`src/rtl/nn_host_sequencer.sv`:
```
// Host-side master for the accelerator external bus: loads an input vector with the
// accelerator held in reset, runs it, then drains result words to an output stream.
module nn_host_sequencer #(
  parameter int LOAD_BASE      = 20,
  parameter int MAX_IN         = 20,
  parameter int RD_LAT         = 1,
  parameter int TIMEOUT_CYCLES = 4096
) (
  input  logic       clk,
  input  logic       reset,
  input  logic [7:0] in_data,
  input  logic       in_valid,
  input  logic       in_last,
  output logic       in_ready,
  output logic [7:0] out_data,
  output logic       out_valid,
  output logic       out_last,
  input  logic       out_ready,
  output logic       accel_reset,
  output logic [7:0] nr_write_adr,
  output logic [7:0] nr_write_data,
  output logic       nr_wr_en,
  output logic [7:0] nr_read_adr,
  input  logic [7:0] nr_read_data,
  input  logic       accel_finished,
  input  logic [7:0] result_base,
  input  logic [7:0] result_count,
  output logic       busy,
  output logic       done,
  output logic       err_overflow,
  output logic       err_timeout
);

  typedef enum logic [2:0] {
    S_IDLE,
    S_LOAD,
    S_FLUSH,
    S_RUN,
    S_DRAIN_RD,
    S_DRAIN_WAIT,
    S_DRAIN_OUT,
    S_DONE
  } state_t;

  localparam int KW = $clog2(MAX_IN + 1);
  localparam int TW = $clog2(TIMEOUT_CYCLES + 1);
  localparam int LW = (RD_LAT > 1) ? $clog2(RD_LAT) : 1;

  localparam logic [7:0]    LB     = 8'(LOAD_BASE);
  localparam logic [KW-1:0] K_MAX  = KW'(MAX_IN);
  localparam logic [TW-1:0] T_LAST = TW'(TIMEOUT_CYCLES - 1);
  localparam logic [LW-1:0] L_LAST = LW'(RD_LAT - 1);

  state_t        state;
  state_t        state_nxt;
  logic [KW-1:0] wr_cnt;
  logic [TW-1:0] run_cnt;
  logic [LW-1:0] lat_cnt;
  logic [7:0]    idx;
  logic [7:0]    snap_base;
  logic [7:0]    snap_cnt;
  logic          accept;

  // in_ready is gated by reset so the stream sees no acceptance while reset is held.
  assign in_ready    = !reset && ((state == S_IDLE) || (state == S_LOAD));
  assign accept      = in_valid && in_ready;
  assign accel_reset = (state == S_IDLE) || (state == S_LOAD) ||
                       (state == S_FLUSH) || (state == S_DONE);
  assign busy        = (state != S_IDLE);
  assign done        = (state == S_DONE);

  always_ff @(posedge clk) begin
    if (reset) state <= S_IDLE;
    else       state <= state_nxt;
  end

  always_comb begin
    state_nxt = state;
    case (state)
      S_IDLE: begin
        if (accept) state_nxt = in_last ? S_FLUSH : S_LOAD;
      end
      S_LOAD: begin
        if (accept && in_last) state_nxt = S_FLUSH;
      end
      S_FLUSH: state_nxt = S_RUN;
      S_RUN: begin
        if (accel_finished)
          state_nxt = (result_count == 8'd0) ? S_DONE : S_DRAIN_RD;
        else if (run_cnt == T_LAST)
          state_nxt = S_DONE;
      end
      S_DRAIN_RD: state_nxt = S_DRAIN_WAIT;
      S_DRAIN_WAIT: begin
        if (lat_cnt == L_LAST) state_nxt = S_DRAIN_OUT;
      end
      S_DRAIN_OUT: begin
        if (out_ready) state_nxt = out_last ? S_DONE : S_DRAIN_RD;
      end
      S_DONE:  state_nxt = S_IDLE;
      default: state_nxt = S_IDLE;
    endcase
  end

  always_ff @(posedge clk) begin
    if (reset) begin
      wr_cnt        <= '0;
      run_cnt       <= '0;
      lat_cnt       <= '0;
      idx           <= 8'd0;
      snap_base     <= 8'd0;
      snap_cnt      <= 8'd0;
      nr_wr_en      <= 1'b0;
      nr_write_adr  <= 8'd0;
      nr_write_data <= 8'd0;
      nr_read_adr   <= 8'd0;
      out_data      <= 8'd0;
      out_valid     <= 1'b0;
      out_last      <= 1'b0;
      err_overflow  <= 1'b0;
      err_timeout   <= 1'b0;
    end else begin
      nr_wr_en <= 1'b0;

      if (accept) begin
        if (state == S_IDLE) begin
          err_overflow  <= 1'b0;
          err_timeout   <= 1'b0;
          nr_wr_en      <= 1'b1;
          nr_write_adr  <= LB;
          nr_write_data <= in_data;
          wr_cnt        <= KW'(1);
        end else if (wr_cnt < K_MAX) begin
          nr_wr_en      <= 1'b1;
          nr_write_adr  <= LB + 8'(wr_cnt);
          nr_write_data <= in_data;
          wr_cnt        <= wr_cnt + KW'(1);
        end else begin
          err_overflow <= 1'b1;
        end
      end

      case (state)
        S_FLUSH: run_cnt <= '0;
        S_RUN: begin
          // The result window is frozen here; the accelerator may change it afterwards.
          if (accel_finished) begin
            snap_base <= result_base;
            snap_cnt  <= result_count;
            idx       <= 8'd0;
          end else if (run_cnt == T_LAST) begin
            err_timeout <= 1'b1;
          end else begin
            run_cnt <= run_cnt + TW'(1);
          end
        end
        S_DRAIN_RD: begin
          nr_read_adr <= snap_base + idx;
          lat_cnt     <= '0;
        end
        S_DRAIN_WAIT: begin
          if (lat_cnt == L_LAST) begin
            out_data  <= nr_read_data;
            out_valid <= 1'b1;
            out_last  <= (idx == snap_cnt - 8'd1);
          end else begin
            lat_cnt <= lat_cnt + LW'(1);
          end
        end
        S_DRAIN_OUT: begin
          if (out_ready) begin
            out_valid <= 1'b0;
            out_last  <= 1'b0;
            if (!out_last) idx <= idx + 8'd1;
          end
        end
        default: ;
      endcase
    end
  end

endmodule

```
`config.mk`:
```
export PLATFORM = sky130hd
export DESIGN_NAME = nn_host_sequencer
export DESIGN_NICKNAME = d
export VERILOG_FILES = /design/src/rtl/nn_host_sequencer.sv
export SDC_FILE = /design/constraint.sdc
export NUM_CORES = 1
export LEC_CHECK = 0
export CAP_MARGIN = 20
export CORE_UTILIZATION = 40
export DETAILED_ROUTE_END_ITERATION = 8
export PLACE_DENSITY = 0.68
export RECOVER_POWER = 50
export SKIP_CTS_REPAIR_TIMING = 1
export SYNTH_ARGS = -nofsm -noshare
export SYNTH_HDL_FRONTEND = slang
export SYNTH_SLANG_ARGS = --single-unit
```
`constraint.sdc`:
```
create_clock -name clk -period 2.7 [get_ports clk]
set_clock_uncertainty 0.2 [all_clocks]
set_input_delay 0.54 -clock clk [delete_from_list [all_inputs] [get_ports clk]]
set_output_delay 0.54 -clock clk [all_outputs]
set_load 0.02 [all_outputs]
```
==> results.toml, run 1 <==
# yosys + openroad results
[outcome]
status = "complete, no violations"

[synth]
yosys_warnings = 0
yosysTopAreaCell = "dfxtp_1"
top_cells_by_count = "nand2_1, dfxtp_1, a21oi_1, nor2_1"
top_area_share_pct = 40.6
syn_area_per_cell_sq_um = 8.00
netlist_area_sq_mm = 0.00395

[pwr]
vdd_drop_max_v = 0.000279
clkPwrFrac_pct = 37.8
swShare_pct = 25.9

[routing]
firstDrtPassIters = 5
vias_per_cell = 5.24
wl_per_cell_um = 14.3
via_count = 3685

[global_routing]
grt_max_degree = 58
grt_pass1_wl_um = 16800

[place]
pre_cts_ws_ns = 0.204
placed_cell_area_sq_mm = 0.00488

[setup_path]
reg2reg_from = "run_cnt[6]"
start_kind = "register"
r2r-end = "state[0]"
reg2reg_depth = 6

[final_layout]
layout.nets = 621
drive_gt1_share_pct = 5.40
antenna_cells = 0

[clocking]
insertion_delay_ns = 0.36
cts_root_buffer = "clkbuf_8"
cts_max_level = 3
clk_path_buf_depth = 2

[sta]
hold_viol = 0
maxSlewHeadroom_pct = 44.7
fin_crit_ns = 2.60
worst_slew_pin_slew_ns = 0.823

[flow_run]
openroad.warnings = 26
maxCapViolations = 0

[floorplan]
die_h_um = 101
run 1: routing by layer:
layer	track usage, %	up-vias	routed length (um)
met3	8.28	11	788
met4	5.91	0	128
met1	25.5	1708	4520
met5	0	-	0
li1	-	1855	-
met2	33.3	111	4600
run 1: power groups by stage:
stage	Combinational, uW	Clock, uW	Sequential, uW
2_1_floorplan	175	0	1260
5_1_grt	371	1030	1230
4_1_cts	348	983	1230
3_3_place_gp	338	0	1250
6_report	338	954	1230
3_5_place_dp	344	0	1260
run 1: through the flow:
stage | setup TNS, ns | instances | hold slack, ns
final | 0 | 703 | 0.253
after global routing | 0 | 703 | 0.275
after floorplan | 0 | 494 | 0.240
after CTS | -0.000913 | 703 | 0.258
after detailed placement | 0 | 688 | 0.247
after global placement | 0 | 687 | 0.241
run 1: final cells by class:
cell class	instances	area [sq um]
Fill cell	900	4360
Multi-Input combinational cell	372	2150
Sequential cell	80	1600
Timing Repair Buffer	93	881
Tap cell	129	161
Clock buffer	9	124
Clock inverter	6	85.1
Inverter	14	52.6
run 1: sequential cells by signal, indices dropped and copies added (netlist names):
| name | cells |
|---|---|
| run_cnt | 13 |
| idx | 8 |
| nr_read_adr | 8 |
| nr_write_data | 8 |
| out_data | 8 |
| snap_base | 8 |
| snap_cnt | 8 |
| nr_write_adr | 6 |
| wr_cnt | 5 |
| state | 3 |
| err_overflow | 1 |
| err_timeout | 1 |
| nr_wr_en | 1 |
| out_last | 1 |
| out_valid | 1 |
run 1: cells by family after synthesis:
logic type / after synthesis
other cells: 1
simple gates: 214
buf+inv: 42
xor+xnor: 33
flops: 80
fa+ha+maj: 13
compound gates: 110
run 1: worst max-delay path, cell delays in order, from the launching register on:
cell,delay (ns)
dfxtp_2,0.37
inv_1,0.22
nor2_1,0.13
nor2_1,0.15
clkdlybuf4s50_1,0.63
run_1/clocks.png
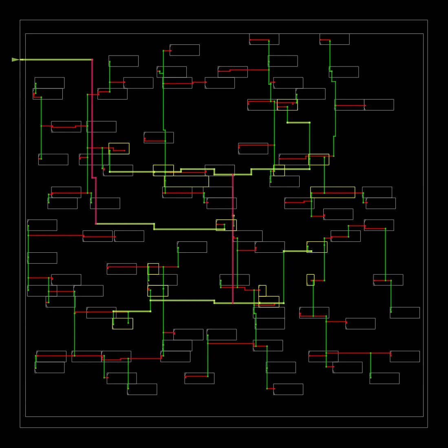
Sink Count: 80
clk pwr: 954 uW
seq_cells: 80
CLK BUF: 9

run_1/flops_by_reg.png
Other sequential cells in the stronger gray, the rest of the logic in the fainter gray.
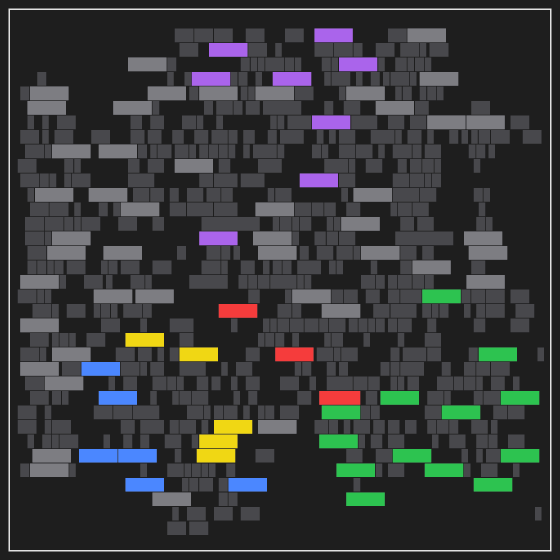
color	signal	flops
purple	snap_base	8
green	run_cnt	13
red	state	3
yellow	wr_cnt	5
blue	nr_write_adr	6
not colored	45
Seq area share: 31.7%
FF+latch area: 0.00160 sq mm
Core Util, Final: 53.7%

run_1/sizes.png
The bar under the picture is 20 um long.
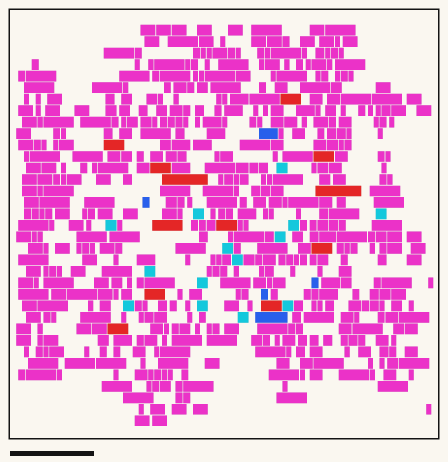
color	size	cells	share
cyan	_3 and _4 cells	14	2.4%
red	_6 and larger	12	2.1%
blue	_2 cells	5	0.87%
magenta	_0 and _1 cells	543	95%
final setup margin: 0.103 ns
bufs w/o clock: 93
Synth-to-Final Area Change: 28.1%
final instance area: 0.00505 sq mm

## Run 2: what changed since run 1
PLACE_DENSITY = default   (was 0.68)
run_2/logic_types.png
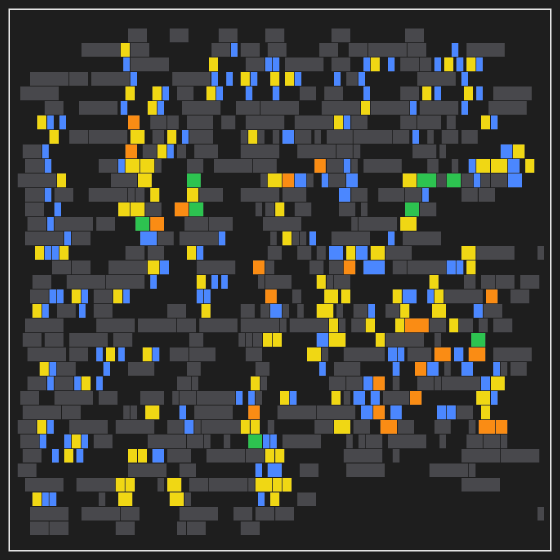
color	family	cells
green	non-inverting ao/oa cells	8
yellow	aoi and oai cells	102
blue	nand cells	129
orange	and/or cells	21
most numerous logic cell after layout: nand2_1
tally of non-filler cells in the final layout: 705

run_2/sizes.png
The bar under the picture is 20 um long.
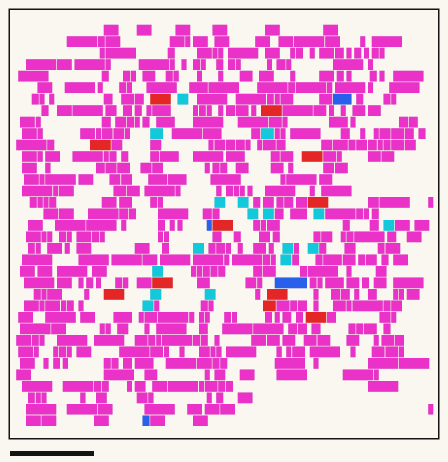
bufs w/o clock: 94
final instance area: 0.00502 sq mm

==> run 2 against run 1 <==
Global-route usage is 0.066 points lower. Die area stayed put. Maximum frequency is 0.55% higher. Combinational power hardly changed. Highest routed layer unchanged. Total power is 5.3% lower. Largest power group unchanged. Final area is 0.69% lower.
==> results.toml, run 2 <==
# yosys + openroad results
[outcome]
status = "complete, no violations"

[final_layout]
antenna_cells = 0
drive_gt1_share_pct = 5.56
final_util_pct = 53.3
top_register = "run_cnt"
area_delta_synth_final_pct = 27.2
layout.nets = 622

[flow_run]
maxCapViolations = 0
openroad.warnings = 26

[sta]
maxSlewHeadroom_pct = 41.8
fin_tns_setup_ns = 0
hold_viol = 0

[pwr]
vdd_drop_max_v = 0.000260

[routing]
vias_per_cell = 5.21
via_count = 3675
m1WireLength_um = 4620
firstDrtPassIters = 4
met2WireLength_um = 4560

[synth]
top_area_share_pct = 40.6
yosysTopAreaCell = "dfxtp_1"
netlist_area_sq_mm = 0.00395
top_cells_by_count = "nand2_1, dfxtp_1, a21oi_1, nor2_1"

[setup_path]
crit_path_cell_trace = "inv_1, a21oi_1, nor2_1, clkdlybuf4s50_1"
cp_slowest_stage_delay_ns = 0.63
path_delay_family = "buffers and inverters"
worst_path_max_delay_cell = "clkdlybuf4s50_1"
start_kind = "register"

[global_routing]
grt_pass1_wl_um = 16500

[place]
placed_cell_area_sq_mm = 0.00488

[clocking]
cts_sinks = 80
clk_path_buf_depth = 2

[floorplan]
die_h_um = 101
==> run 2: cell counts after synthesis <==
No cell type changed its count.
==> run 2: cell families (layout without fill, tap and decap cells) <==
kind of cell / after synthesis / count (layout) / synth area share [%]
and+or+nand+nor: 214 / 214 / 26.7
AOI/OAI and AO/OA: 110 / 110 / 16.6
DFF: 80 / 80 / 40.6
buffers and inverters: 42 / 124 / 4.44
xor gates and xnor gates: 33 / 33 / 7.32
adders and majority gates: 13 / 13 / 4.31
other: 1 / 2 / 0.0950
==> run 2: through the flow <==
step	cells	setup slack (ns)	power (uW)
3_5_place_dp	689	0.236	1600
6_report	705	0.117	2390
4_1_cts	705	0.0285	2430
3_3_place_gp	688	0.279	1590
2_1_floorplan	494	0.558	1440
5_1_grt	705	0.00963	2520
==> run 2: worst paths after layout <==
path / to / cells past startpoint / from / slack, ns
min reg2reg: err_timeout / 2 / err_timeout / 0.26
min: err_timeout / 2 / err_timeout / 0.26
max reg2reg: state[0] / 6 / run_cnt[6] / 0.36
max: accel_reset / 4 / state[2] / 0.12
==> run 2: where the power goes <==
part / switching (uW) / internal (uW) / total (uW)
Sequential: 24.4 / 1200 / 1230
Clock: 459 / 366 / 825
Combinational: 186 / 149 / 335
Total: 670 / 1720 / 2390
==> run 2: routing by layer <==
metal  vias to the layer above  global-route usage [%]
met5                         -                       0
met4                         0                    6.58
met3                        10                    6.90
met2                        92                    32.2
met1                      1702                    26.8
li1                       1871                       -
==> run 2: cell type report <==
cell class                      count  area [sq um]
Clock buffer                       11           141
Clock inverter                      5          41.3
Fill cell                         924          4400
Inverter                           14          52.6
Multi-Input combinational cell    372          2150
Sequential cell                    80          1600
Tap cell                          129           161
Timing Repair Buffer               94           872
## Run 3: what changed since run 2
CORE_UTILIZATION = 47   (was 40)
PLACE_DENSITY = 0.77   (was default)
RECOVER_POWER = default   (was 50)
clock period = 2.1 ns   (was 2.7 ns; I/O delays follow)
run_3/flops_by_reg.png
Other sequential cells in the stronger gray, the rest of the logic in the fainter gray.
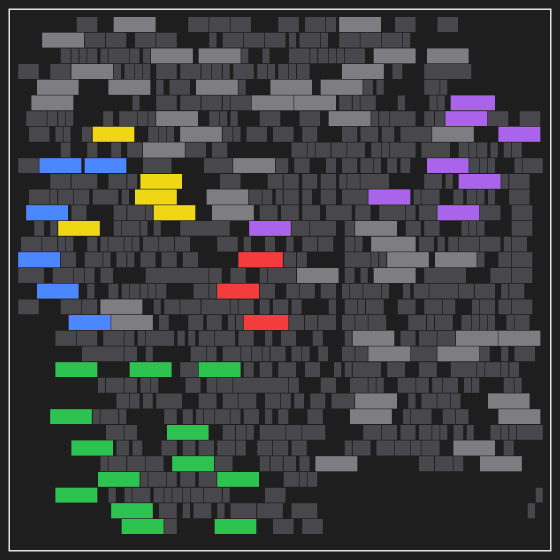
sequential logic power: 1580 uW
Seq area share: 29.9%

run_3/clk_routes.png
The bar under the picture is 20 um long.
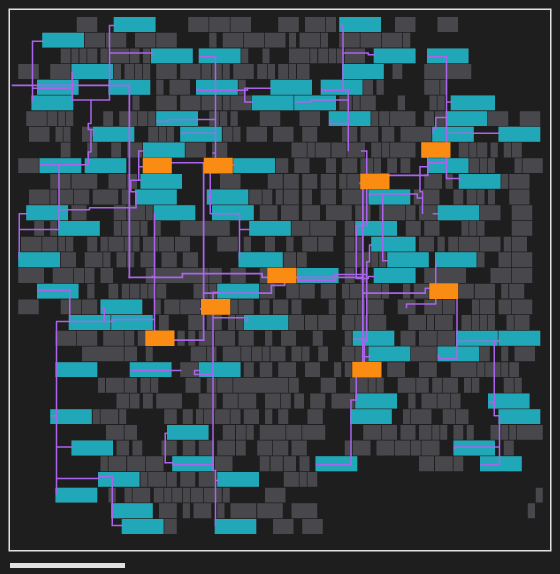
[cyan] flip-flops | count: 80
[purple] clock wires | length: 936 um
[orange] clock drivers | count: 9
routed clock nets	10
clk ins delay skew pair: 0.36 ns
clk pwr: 1190 uW
Clock power frac: 36.4%

==> run 3 against run 2 <==
Synthesized area unchanged. Setup slack worse by 0.016 ns. Total power up 37%. Final area up 7.0%. Register-to-register slack worse by 0.26 ns. Combinational power up 48%. Largest power group unchanged.
==> results.toml, run 3 <==
# yosys + openroad results
[sta]
fin_crit_ns = 2.00
worst_slew_pin_slew_ns = 0.552
hold_viol = 0

[final_layout]
layout.nets = 655
final_util_pct = 65.7
final_area_sq_mm = 0.00537
top_register = "run_cnt"

[setup_path]
reg2reg_depth = 5
cp.depth = 4
path_delay_family = "flip-flops"
cp-startpoint = "state[2]"
endpoint = "accel_reset"
critPathMostFrequentCell = "nor2_1"
r2r_slack_ns = 0.10
crit_path_cell_trace = "nand2b_1, nor2_1, nor2_1, dlymetal6s2s_1"
reg2reg_from = "state[0]"
critPathBufInv = 1
start_kind = "register"

[routing]
wl_per_cell_um = 13.9
vias_per_cell = 5.36
via_count = 3829

[synth]
netlist_area_sq_mm = 0.00395
top_cells_by_count = "nand2_1, dfxtp_1, a21oi_1, nor2_1"
top_area_share_pct = 40.6
yosysTopAreaCell = "dfxtp_1"
yosys_warnings = 0

[outcome]
status = "complete, no violations"

[clocking]
cts_sinks = 80
cts_root_buffer = "clkbuf_8"
clk_path_buf_depth = 2

[flow_run]
openroad.warnings = 26

[place]
placed_cell_area_sq_mm = 0.00512

[pwr]
pwr-share-comb_pct = 15.1
swShare_pct = 27.5
vdd_drop_max_v = 0.000460
p_switching_uw = 899

[global_routing]
met2_usage_pct = 41.2
grt_pass1_wl_um = 16100
use_met1_pct = 27.8
grt.busiest_layer = "met2"
grt_util_met3_pct = 4.72

[min_path]
hp-start = "nr_read_adr[2]"
hold_depth = 2

[floorplan]
die_h_um = 93.6
run 3: power groups by stage:
stage | sequential [uW] | clock [uW] | combinational [uW]
2_1_floorplan | 1620 | 0 | 225
3_3_place_gp | 1610 | 0 | 479
3_5_place_dp | 1610 | 0 | 487
4_1_cts | 1580 | 1220 | 489
5_1_grt | 1590 | 1270 | 539
6_report | 1580 | 1190 | 495
run 3: kinds of logic (layout without fill, tap and decap cells):
kind of cell | after synthesis | in the layout | synth area share, %
adder cells (fa/ha/maj) | 13 | 13 | 4.31
other | 1 | 2 | 0.0950
XOR/XNOR | 33 | 33 | 7.32
buffers and inverters | 42 | 157 | 4.44
AND/OR/NAND/NOR | 214 | 214 | 26.7
AND-OR/OR-AND | 110 | 110 | 16.6
flip-flops | 80 | 80 | 40.6
run 3: through the flow:
stage / worst slack (ns) / hold WS (ns) / TNS [ns] / power, uW / cells
2_1_floorplan: 0.100 / 0.240 / 0 / 1850 / 494
3_3_place_gp: -0.0291 / 0.243 / -0.0291 / 2090 / 698
3_5_place_dp: -0.116 / 0.247 / -0.738 / 2100 / 698
4_1_cts: -0.351 / 0.262 / -1.15 / 3280 / 714
5_1_grt: 0.00342 / 0.277 / 0 / 3400 / 714
6_report: 0.101 / 0.256 / 0 / 3270 / 714
run 3: cell type report:
type                            count  area (sq um)
Multi-Input combinational cell    372          2190
Tap cell                          105           131
Clock inverter                      7          83.8
Sequential cell                    80          1610
Fill cell                         670          2810
Inverter                           14          52.6
Clock buffer                        9           124
Timing Repair Buffer              127          1180
run 3: routing by layer:
layer,vias to the layer above,routed length [um]
li1,1926,-
met1,1795,4380
met2,88,4960
met3,20,409
met4,0,198
met5,-,0
Power figures rest on the tool's default switching activity, not on a simulated workload.
